## src/rtl/uart_tx_if.sv

```systemverilog
// Byte-stream handshake and serial-line bundle for uart_tx.
interface uart_tx_if;
   logic [7:0] data;
   logic       data_valid;
   logic       ready;
   logic       tx;
   logic       busy;

   modport master (output data, output data_valid, input ready, input tx, input busy);
   modport slave  (input data, input data_valid, output ready, output tx, output busy);
endinterface

```

## src/rtl/uart_tx.sv

```systemverilog
// 8-bit UART transmitter: one-byte holding register in front of the shifter.
// Define UART_TX_PARITY_EN to append an even-parity bit after data[7].
//
// state    | meaning
// S_IDLE   | line high, nothing queued
// S_START  | start bit (0) on tx
// S_DATA   | data bits, LSB first
// S_PARITY | even parity bit (only with UART_TX_PARITY_EN)
// S_STOP   | stop bit(s) (1)
module uart_tx #(
   parameter int unsigned CLKS_PER_BIT = 65,
   parameter int unsigned STOP_BITS    = 1
) (
   input  logic     clk,
   input  logic     reset,
   uart_tx_if.slave bus
);

   localparam int unsigned   CW       = $clog2(CLKS_PER_BIT);
   localparam logic [CW-1:0] CNT_LAST = CW'(CLKS_PER_BIT - 1);

`ifdef UART_TX_PARITY_EN
   typedef enum logic [2:0] {S_IDLE, S_START, S_DATA, S_PARITY, S_STOP} state_t;
`else
   typedef enum logic [2:0] {S_IDLE, S_START, S_DATA, S_STOP} state_t;
`endif

   state_t        state_q, state_d;
   logic [CW-1:0] cnt_q, cnt_d;
   logic [2:0]    bit_q, bit_d;
   logic          stop_q, stop_d;
   logic [7:0]    shift_q, shift_d;
   logic [7:0]    hold_q, hold_d;
   logic          hold_full_q, hold_full_d;
   logic          tx_q, tx_d;
`ifdef UART_TX_PARITY_EN
   logic          parity_q, parity_d;
`endif

   logic       bit_end;
   logic       last_stop;
   logic       frame_end;
   logic       ready;
   logic       accept;
   logic       load_en;
   logic [7:0] load_byte;

   always_ff @(posedge clk or negedge reset) begin
      if (!reset) begin
         state_q     <= S_IDLE;
         cnt_q       <= '0;
         bit_q       <= '0;
         stop_q      <= 1'b0;
         shift_q     <= '0;
         hold_q      <= '0;
         hold_full_q <= 1'b0;
         tx_q        <= 1'b1;
`ifdef UART_TX_PARITY_EN
         parity_q    <= 1'b0;
`endif
      end else begin
         state_q     <= state_d;
         cnt_q       <= cnt_d;
         bit_q       <= bit_d;
         stop_q      <= stop_d;
         shift_q     <= shift_d;
         hold_q      <= hold_d;
         hold_full_q <= hold_full_d;
         tx_q        <= tx_d;
`ifdef UART_TX_PARITY_EN
         parity_q    <= parity_d;
`endif
      end
   end

   always_comb begin
      bit_end   = (cnt_q == CNT_LAST);
      last_stop = (STOP_BITS == 1) || stop_q;
      frame_end = (state_q == S_STOP) && bit_end && last_stop;
      // The holding slot frees up in the very cycle it drains into the shifter.
      ready     = !hold_full_q || frame_end;
      accept    = bus.data_valid && ready;

      state_d     = state_q;
      cnt_d       = bit_end ? '0 : cnt_q + CW'(1);
      bit_d       = bit_q;
      stop_d      = stop_q;
      shift_d     = shift_q;
      hold_d      = hold_q;
      hold_full_d = hold_full_q;
      tx_d        = tx_q;
`ifdef UART_TX_PARITY_EN
      parity_d    = parity_q;
`endif
      load_en     = 1'b0;
      load_byte   = bus.data;

      case (state_q)
         S_IDLE: begin
            cnt_d = '0;
            if (accept) load_en = 1'b1;
         end
         S_START: begin
            if (bit_end) begin
               state_d = S_DATA;
               bit_d   = 3'd0;
               tx_d    = shift_q[0];
            end
         end
         S_DATA: begin
            if (bit_end) begin
               if (bit_q == 3'd7) begin
`ifdef UART_TX_PARITY_EN
                  state_d = S_PARITY;
                  tx_d    = parity_q;
`else
                  state_d = S_STOP;
                  stop_d  = 1'b0;
                  tx_d    = 1'b1;
`endif
               end else begin
                  bit_d   = bit_q + 3'd1;
                  shift_d = {1'b0, shift_q[7:1]};
                  tx_d    = shift_q[1];
               end
            end
         end
`ifdef UART_TX_PARITY_EN
         S_PARITY: begin
            if (bit_end) begin
               state_d = S_STOP;
               stop_d  = 1'b0;
               tx_d    = 1'b1;
            end
         end
`endif
         S_STOP: begin
            if (bit_end && !last_stop) stop_d = 1'b1;
         end
         default: begin
            state_d = S_IDLE;
            tx_d    = 1'b1;
         end
      endcase

      if (frame_end) begin
         if (hold_full_q) begin
            load_en   = 1'b1;
            load_byte = hold_q;
         end else if (accept) begin
            load_en   = 1'b1;
         end else begin
            state_d   = S_IDLE;
            tx_d      = 1'b1;
         end
         hold_full_d = hold_full_q && accept;
         if (hold_full_q && accept) hold_d = bus.data;
      end else if (accept && state_q != S_IDLE) begin
         hold_d      = bus.data;
         hold_full_d = 1'b1;
      end

      if (load_en) begin
         state_d  = S_START;
         shift_d  = load_byte;
         cnt_d    = '0;
         tx_d     = 1'b0;
`ifdef UART_TX_PARITY_EN
         parity_d = ^load_byte;
`endif
      end
   end

   assign bus.ready = ready;
   assign bus.tx    = tx_q;
   assign bus.busy  = (state_q != S_IDLE);

endmodule
```

## src/flat_wrapper.sv

```systemverilog
// flat-port wrapper written by rule: the top's interface ports become plain ports
module uart_tx_flat 
#(
   parameter int unsigned CLKS_PER_BIT = 65,
   parameter int unsigned STOP_BITS    = 1
)
  (clk, reset, bus_data, bus_data_valid, bus_ready, bus_tx, bus_busy);
  uart_tx_if bus_i ();
  input  logic clk;
  input  logic reset;
  input wire logic [$bits(bus_i.data)-1:0] bus_data;
  input wire logic [$bits(bus_i.data_valid)-1:0] bus_data_valid;
  output wire logic [$bits(bus_i.ready)-1:0] bus_ready;
  output wire logic [$bits(bus_i.tx)-1:0] bus_tx;
  output wire logic [$bits(bus_i.busy)-1:0] bus_busy;
  assign bus_i.data = bus_data;
  assign bus_i.data_valid = bus_data_valid;
  assign bus_ready = bus_i.ready;
  assign bus_tx = bus_i.tx;
  assign bus_busy = bus_i.busy;
  uart_tx #(.CLKS_PER_BIT(CLKS_PER_BIT), .STOP_BITS(STOP_BITS)) u_core (.clk(clk), .reset(reset), .bus(bus_i));
endmodule
```

## config.mk

```make
export PLATFORM = sky130hd
export DESIGN_NAME = uart_tx_flat
export DESIGN_NICKNAME = d
export VERILOG_FILES = /design/src/rtl/uart_tx_if.sv /design/src/rtl/uart_tx.sv /design/src/flat_wrapper.sv
export SDC_FILE = /design/constraint.sdc
export NUM_CORES = 1
export LEC_CHECK = 0
export ABC_AREA = 1
export CORE_MARGIN = 3
export CORE_UTILIZATION = 57
export DETAILED_ROUTE_END_ITERATION = 16
export GPL_TIMING_DRIVEN = 1
export HOLD_SLACK_MARGIN = 0.06
export PLACE_DENSITY = 0.87
export SYNTH_ARGS = -nofsm -noshare
export SYNTH_HDL_FRONTEND = slang
export SYNTH_SLANG_ARGS = --single-unit
```

## constraint.sdc

```tcl
create_clock -name clk -period 1.84 [get_ports clk]
set_clock_uncertainty 0.15 [all_clocks]
set_input_delay 0.552 -clock clk [delete_from_list [all_inputs] [get_ports clk]]
set_output_delay 0.552 -clock clk [all_outputs]
set_load 0.005 [all_outputs]
```

Figure 1. Floorplan with the power grid.
Scale bar: 20 um. Pins as bars on the die edge.
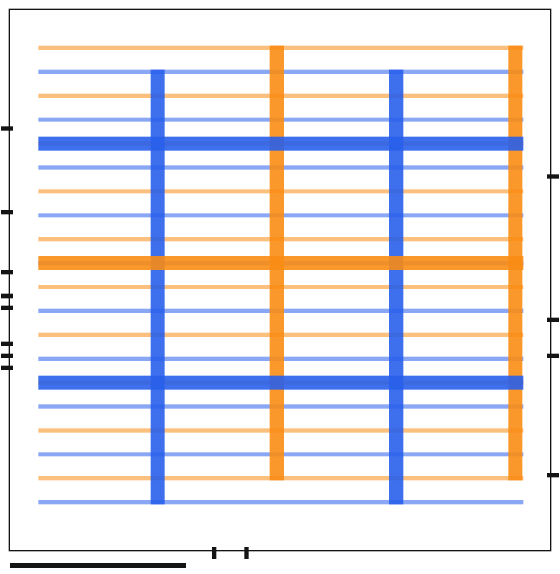
net	colour
VDD	orange
VSS	blue
signal pins	14
met5 straps	3
met1 rails	20
rows	19

Figure 2. Cell classes on the final placement.
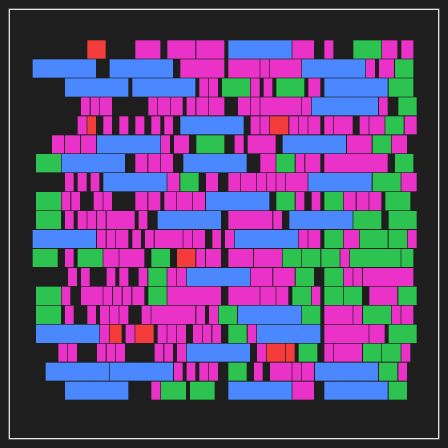
class	colour	cells
remaining buffers and delay cells	green	55
remaining logic cells	magenta	191
clock drivers and dummy loads	red	8
registers	blue	31
Core ar.: 2850 um2
Seq/total area: 31.9%

Figure 3. Clock distribution.
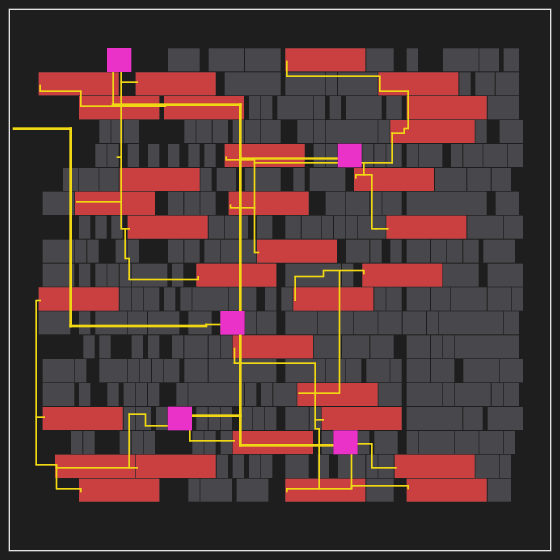
[clock-net drivers] magenta | count: 5
[flip-flops] red | count: 31
[clock wires] yellow | length: 409 um
routed clock nets	6

Figure 4. Metal layers overlaid.
Scale bar: 20 um.
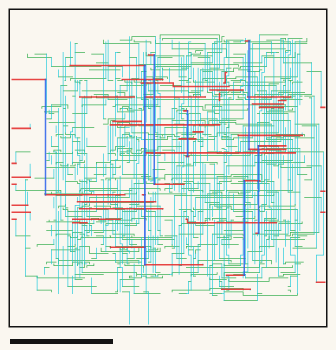
layer	colour	wire length
M3	red	320 um
M2	cyan	2680 um
M4	blue	152 um
M1	green	2000 um

==> impl_metrics.env <==
# source this file to load flow results
export IMPL_gp_congestion=0.820
export IMPL_r2r_cells=15
export IMPL_mux_area_share_pct=0.571
export IMPL_synthAoiAreaFrac_pct=3.43
export IMPL_fp_util_pct=61.4
export IMPL_violations="negative setup slack"
export IMPL_clock_sinks=31
export IMPL_ys_seq_share_pct=44.4
export IMPL_grt_busiest_layer="met2"
export IMPL_ys_types=33
export IMPL_buffer_area_share_pct=20.1
export IMPL_critPathCapture="bus_ready"
export IMPL_reg2reg_to="u_core.bus.tx"
export IMPL_dieArea_um2=3770
export IMPL_avgSynthCellArea_um2=7.86
export IMPL_cpPeakStageDelay_ns=0.39
export IMPL_n_all_buffers=55
export IMPL_comb_share_pct=41.2
export IMPL_whs_ns=0.303
export IMPL_cts_buffers=5
export IMPL_flop_area_um2=777
export IMPL_rsz0062_at_grt="true"
export IMPL_drc=0
export IMPL_logic_family="simple AND/OR/NAND/NOR gates"
export IMPL_yosys_area_share_simple_pct=40.9
export IMPL_largest_cell_class="multi-input combinational cells"
export IMPL_clk_share_pct=2.06
export IMPL_warnings=29
export IMPL_crit_required_ns=1.14
export IMPL_p_sw_uw=312
export IMPL_top_cell="nand2_1"
export IMPL_pwr_share_seq_pct=57.0
export IMPL_setup_ws_ns=-0.293
export IMPL_setup_viol_count_final=29
export IMPL_grt_overflow=0
export IMPL_cap_violations=0
export IMPL_ant_nets=0
export IMPL_maxPowerGroup="sequential cells"
export IMPL_antenna_found_initial=0
export IMPL_cp_depth=6
export IMPL_first_iter_violations=148
export IMPL_run_status="complete, but fails checks"
export IMPL_inv_count=18
export IMPL_first_pass_iters=4
export IMPL_xor_area_share_pct=2.00
export IMPL_area_growth_pct=38.9
export IMPL_dp_cells=290
export IMPL_grt_usage_pct=27.3
export IMPL_taps=31
export IMPL_instances_no_fill=316
export IMPL_port_buffers=13
export IMPL_area_leaders="dfrtp_1 43%, nand2_1 19%, nand3_1 6.3%, nor2_1 3.0%, ha_1 2.9%"
export IMPL_p_clk_share_pct=31.4
export IMPL_num_antenna_cells=0
